### Clock routing, run 1

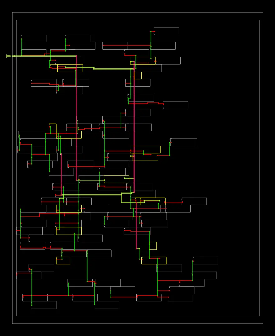
### Where the registers sit, run 1

The bar under the picture is 20 microns long. Other sequential cells in the stronger gray, the rest of the logic in the fainter gray.
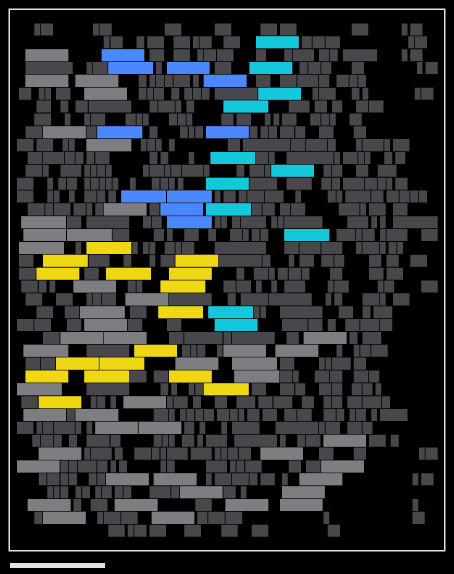
### Placement by cell class, run 1

Fill, decap, tap and diode cells in gray.
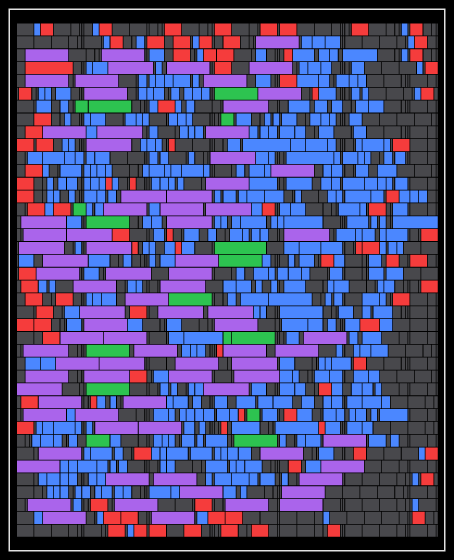
### Routed metal, one color a layer, run 1

The bar under the picture is 20 microns long. Two of the layers only.
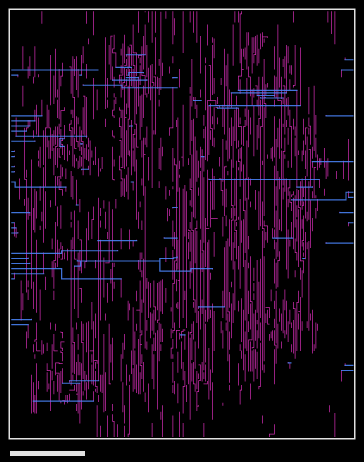
Design game_seq, sky130hd; sources not shown.
==> out/metrics.cfg, run 1 <==
[status]
run_status=completed

[clocking]
cts_buffers=9
root_buffer=clkbuf_16
cts_max_level=3
clk_pin_slew_worst_paths_ns=0.06
tritoncts=built

[critical_path]
cp-end-kind=flip-flop
crit_fanout=7
path_depth=20
crit_arrival_ns=5.08
critPathMaxStageDelay_ns=0.48
startpoint_type=flip-flop
cp.required_ns=5.22
rr_worst_depth=20
ff2ff_setup_slack_ns=0.13
cp_top_family=simple AND/OR/NAND/NOR gates
path_cells=ha_4 > nor4bb_1 > o21ai_1 > a32o_2 > and2_1 > nor3_4 > ha_2 > inv_1 > fa_2 > inv_1 > a21o_1 > mux2i_1 > o311ai_0 > or4_4 > a211o_1 > a2111oi_4 > and3_4 > nor2_2 > and4_4 > a22o_1
cp_slowest_cell=or4_4
path_buffers=2
cp_common_cell=inv_1
worstSetupPathType=reg -> reg

[pwr]
internal_power_mw=2.46
p_clk_mw=0.663
total_leakage_power_nw=2.78
swShare_pct=43.5
power-top-group=combinational cells
vdd_drop_max_mv=0.317
powerComb_mw=2.59
p_seq_share_pct=25.3
power_density_nw_per_um2=687
pwr-share-clk_pct=15.2
pwr-share-comb_pct=59.5
p_sw_mw=1.90
total_power_mw=4.36

[synth]
synthTopCellsByCount=dfrtp_1, nand2_1, nor2_1, o21ai_0, dfstp_2
yosys.area_share.aoi_pct=22.1
synth_area_per_cell_sq_um=9.32
yosysUniqueCellTypes=74
top_cells_by_area=dfrtp_1, dfstp_2, ha_1
yosys_area_sq_um=5040
fa_ha_area_share_pct=6.10
top_area_cell=dfrtp_1
synth_top_cell_by_count=dfrtp_1
synthMuxAreaShare_pct=1.44
synth_top_flop_cell=dfrtp_1
yosys-stat-cells=541
edf_count=0
top_logic_kind=AND-OR/OR-AND gates
netlist_area_sq_um=5040
ys_sh_xor_pct=4.44
netlist_instances=541
yosys.area.top_type_share_pct=28.8
ys_ff=83
simple_gate_share_pct=18.8
ys_seq_share_pct=41.8
synthArstFlopShare_pct=100
yosysWarningCount=0

[routing]
first_pass_iters=5
route.detailed.drc=0
met1_length_microns=5310
top_layer=met4
first_iter_violations=230
via_per_inst=5.72
via_count=4344
dr_wl_met3_microns=521
antenna_left=0

[cells_and_area]
area_growth_pct=25.9
fin_cells=760
layout_top_cells=dfrtp_1, clkdlybuf4s50_1, nand2_1, nor2_1, o21ai_0
nets=659
n_antenna_cell=0
comb_share_pct=45.3
clk_share_pct=4.79
combGateArea_sq_um=2880
largest_register_ffs=16
num-multi-input-gates=420
buffer_area_share_pct=12.9
largestClassByArea=multi-input combinational cells
n_fill_cell=803
inverters_excl_clock=20
drive_gt1_share_pct=17.2
lay_top_count=dfrtp_1
buffers_excl_clock=95

[final_timing]
whs_ns=0.354
setup_ws_ns=0.133
fin_crit_sh_pct=97.3
setup_viol=0
slew-limit-headroom_pct=51.1
hold_viol_final=0
finalSetupTns_ns=0
post-route-min-period_ns=4.87
tightestPinTransition_ns=0.733
slew_violations=0
max_freq_ghz=0.205

[grt]
grtUsageMet1_pct=30.5
grt_pass1_vias=4129
grt_pass1_wl_microns=20000
grt_overflow=0
use_met2_pct=41.3
antenna_found_initial=0
top_usage_layer=met2
met3_usage_pct=3.59
grt_max_degree=59

[min_path]
worstHoldPathType=reg -> reg
whs_path_depth=0

[floorplan]
num_tap_cells=126
die_w_microns=91.8
initCoreUtil_pct=51.9
die-area_sq_um=10500

[run]
max_cap_violations=0
warnings=32

[place]
placed_cell_area_sq_um=5830
dpl.hpwl_microns=8690
dp.cells=736
place_ws_ns=-0.451
gp_congestion=0.854
port_buffers=55

Notes on 'Clock routing' above:
clk_lat worst skew: 0.34 ns
clock skew: 0.00912 ns
FFs & Latches: 83
clkbuf count: 10
clock sink count: 83

Notes on 'Where the registers sit' above:
Cyan marks `blkpos_y_o`, flops 11. Blue marks `wall_x_o`, flops 10, where top center. Yellow marks `lfsr_q`, flops 16.
Another 46 sequential cells are not colored.
Seq area share: 33.3%
Final Util: 65.4%
register area: 2110 sq um
P_seq: 1.10 mW

Notes on 'Placement by cell class' above:
Red marks other buffers and delay cells, cells 95. Blue marks combinational and other logic, cells 440. Purple marks flops, cells 83. Green marks clock drivers and dummy loads, cells 16.
FP Rows: 40
Finished Cell Area: 6350 sq um
Core Area: 9710 sq um

Notes on 'Routed metal, one color a layer' above:
Blue marks metal 3, wire length 522 microns. Magenta marks metal 2, wire length 6,150 microns.
global-route usage over all layers: 23.9%
final WL: 12,200 microns
WL/cell: 16.1 microns

==> run 2: changes to the inputs <==
--- a/config.mk
+++ b/config.mk
@@ -9,4 +9,5 @@
 export ABC_CLOCK_PERIOD_IN_PS = 5000
 export CORE_ASPECT_RATIO = 1.25
+export CORE_MARGIN = 2
 export CORE_UTILIZATION = 50
 export CTS_CLUSTER_SIZE = 24
==> constraint.sdc (replaced) <==
create_clock -name clk_i -period 5 [get_ports clk_i]
set_input_delay 1.5 -clock clk_i [delete_from_list [all_inputs] [get_ports clk_i]]
set_output_delay 1.5 -clock clk_i [all_outputs]
set_load 0.005 [all_outputs]
==> run 2 against run 1 <==
First-iteration DRC count is 16% lower. Cell count grew 1.6%. Cell area increased by 2.3%. Sequential share of layout area decreased by 0.73 points. Critical path depth down 1. Register-to-register slack got worse by 0.06 ns. Critical path type unchanged. Count of clock-buffer cells in the layout grew 2. Sequential power barely moved. Clock skew down 0.0023 ns. Synthesized area is the same. Total power up 3.6%.
==> out/metrics.cfg, run 2 <==
[status]
run_status=completed  ; unchanged

[synth]
synthTopCellsByCount=dfrtp_1, nand2_1, nor2_1, o21ai_0, dfstp_2  ; unchanged
netlist_instances=541  ; unchanged
netlist_area_sq_um=5040  ; unchanged
top_cells_by_area=dfrtp_1, dfstp_2, ha_1  ; unchanged
edf_count=0  ; unchanged
yosysUniqueCellTypes=74  ; unchanged
ys_sh_xor_pct=4.44  ; unchanged
yosysWarningCount=0  ; unchanged
yosys.area_share.aoi_pct=22.1  ; unchanged
yosys_area_sq_um=5040  ; unchanged
fa_ha_area_share_pct=6.10  ; unchanged
synth_area_per_cell_sq_um=9.32  ; unchanged
top_area_cell=dfrtp_1  ; unchanged
yosys-stat-cells=541  ; unchanged

[grt]
grt_max_degree=60  ; was 59
use_met2_pct=41.4  ; was 41.3%
grt_pass1_wl_microns=20500  ; was 20,000 microns
grt_overflow=0  ; unchanged
grtUsageMet1_pct=29.0  ; was 30.5%

[place]
place_ws_ns=-0.489  ; was -0.451 ns
gp_congestion=0.951  ; was 0.854
placed_cell_area_sq_um=5840  ; was 5830 sq um

[routing]
antenna_left=0  ; unchanged
route.detailed.drc=0  ; unchanged
dr_wl_met3_microns=482  ; was 521 microns
via_per_inst=5.77  ; was 5.72
met1_length_microns=5220  ; was 5310 microns

[final_timing]
tightestPinTransition_ns=0.833  ; was 0.733 ns
post-route-min-period_ns=4.93  ; was 4.87 ns
max_freq_ghz=0.203  ; was 0.205 GHz
hold_viol_final=0  ; unchanged
setup_viol=0  ; unchanged
finalSetupTns_ns=0  ; unchanged
slew-limit-headroom_pct=44.4  ; was 51.1%

[critical_path]
path_depth=19  ; was 20
rr_worst_depth=19  ; was 20
cp.required_ns=5.21  ; was 5.22 ns
crit_arrival_ns=5.14  ; was 5.08 ns
critPathMaxStageDelay_ns=0.45  ; was 0.48 ns
crit_fanout=5  ; was 7
path_buffers=2  ; unchanged
worstSetupPathType=reg -> reg  ; unchanged

[cells_and_area]
clk_share_pct=5.30  ; was 4.79%
seq_area_share_pct=32.5  ; was 33.3%
num-multi-input-gates=420  ; unchanged
seq_area_sq_um=2110  ; about the same
n_antenna_cell=0  ; unchanged
inverters_excl_clock=20  ; unchanged
fin_cells=772  ; was 760
layout_top_cells=dfrtp_1, clkdlybuf4s50_1, nand2_1, nor2_1, o21ai_0  ; unchanged
area_growth_pct=28.8  ; was 25.9%
largest_register_ffs=16  ; unchanged
combGateArea_sq_um=2910  ; was 2880 sq um
n_fill_cell=814  ; was 803

[clocking]
clock-sinks=83  ; unchanged
root_buffer=clkbuf_16  ; unchanged
tritoncts=built  ; unchanged

[floorplan]
die_w_microns=93.8  ; was 91.8 microns
initCoreUtil_pct=50.7  ; was 51.9%
die-area_sq_um=10900  ; was 10,500 sq um

[pwr]
internal_power_mw=2.61  ; was 2.46 mW
powerComb_mw=2.66  ; was 2.59 mW
total_leakage_power_nw=2.85  ; was 2.78 nW
total_power_mw=4.52  ; was 4.36 mW
seq_cell_power_mw=1.10  ; about the same
p_clk_mw=0.755  ; was 0.663 mW
p_seq_share_pct=24.4  ; was 25.3%

[run]
max_cap_violations=0  ; unchanged

[min_path]
whs_path_depth=0  ; unchanged

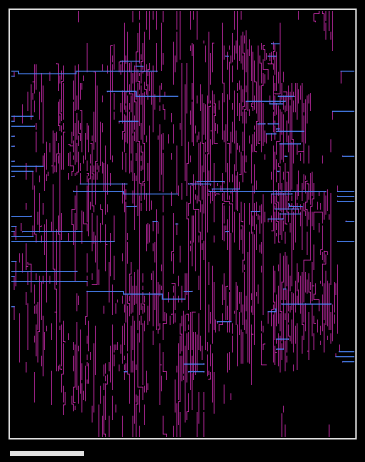
*Routed metal, one color a layer, run 2*
The bar under the picture is 20 microns long. Two of the layers only.
Magenta marks metal 2, wire length 6,410 microns. Blue marks metal 3, wire length 482 microns.
routed vias: 4,452
WL/cell: 16.2 microns
final WL: 12,500 microns
global-route usage over all layers: 23.4%

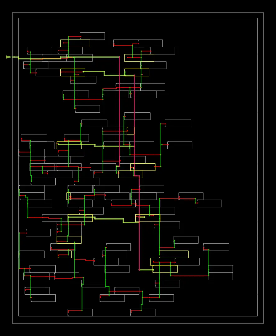
*Clock routing, run 2*
clock skew: 0.00677 ns
clkbuf count: 12

No activity file was given, so power comes from the tool's default toggle rates.
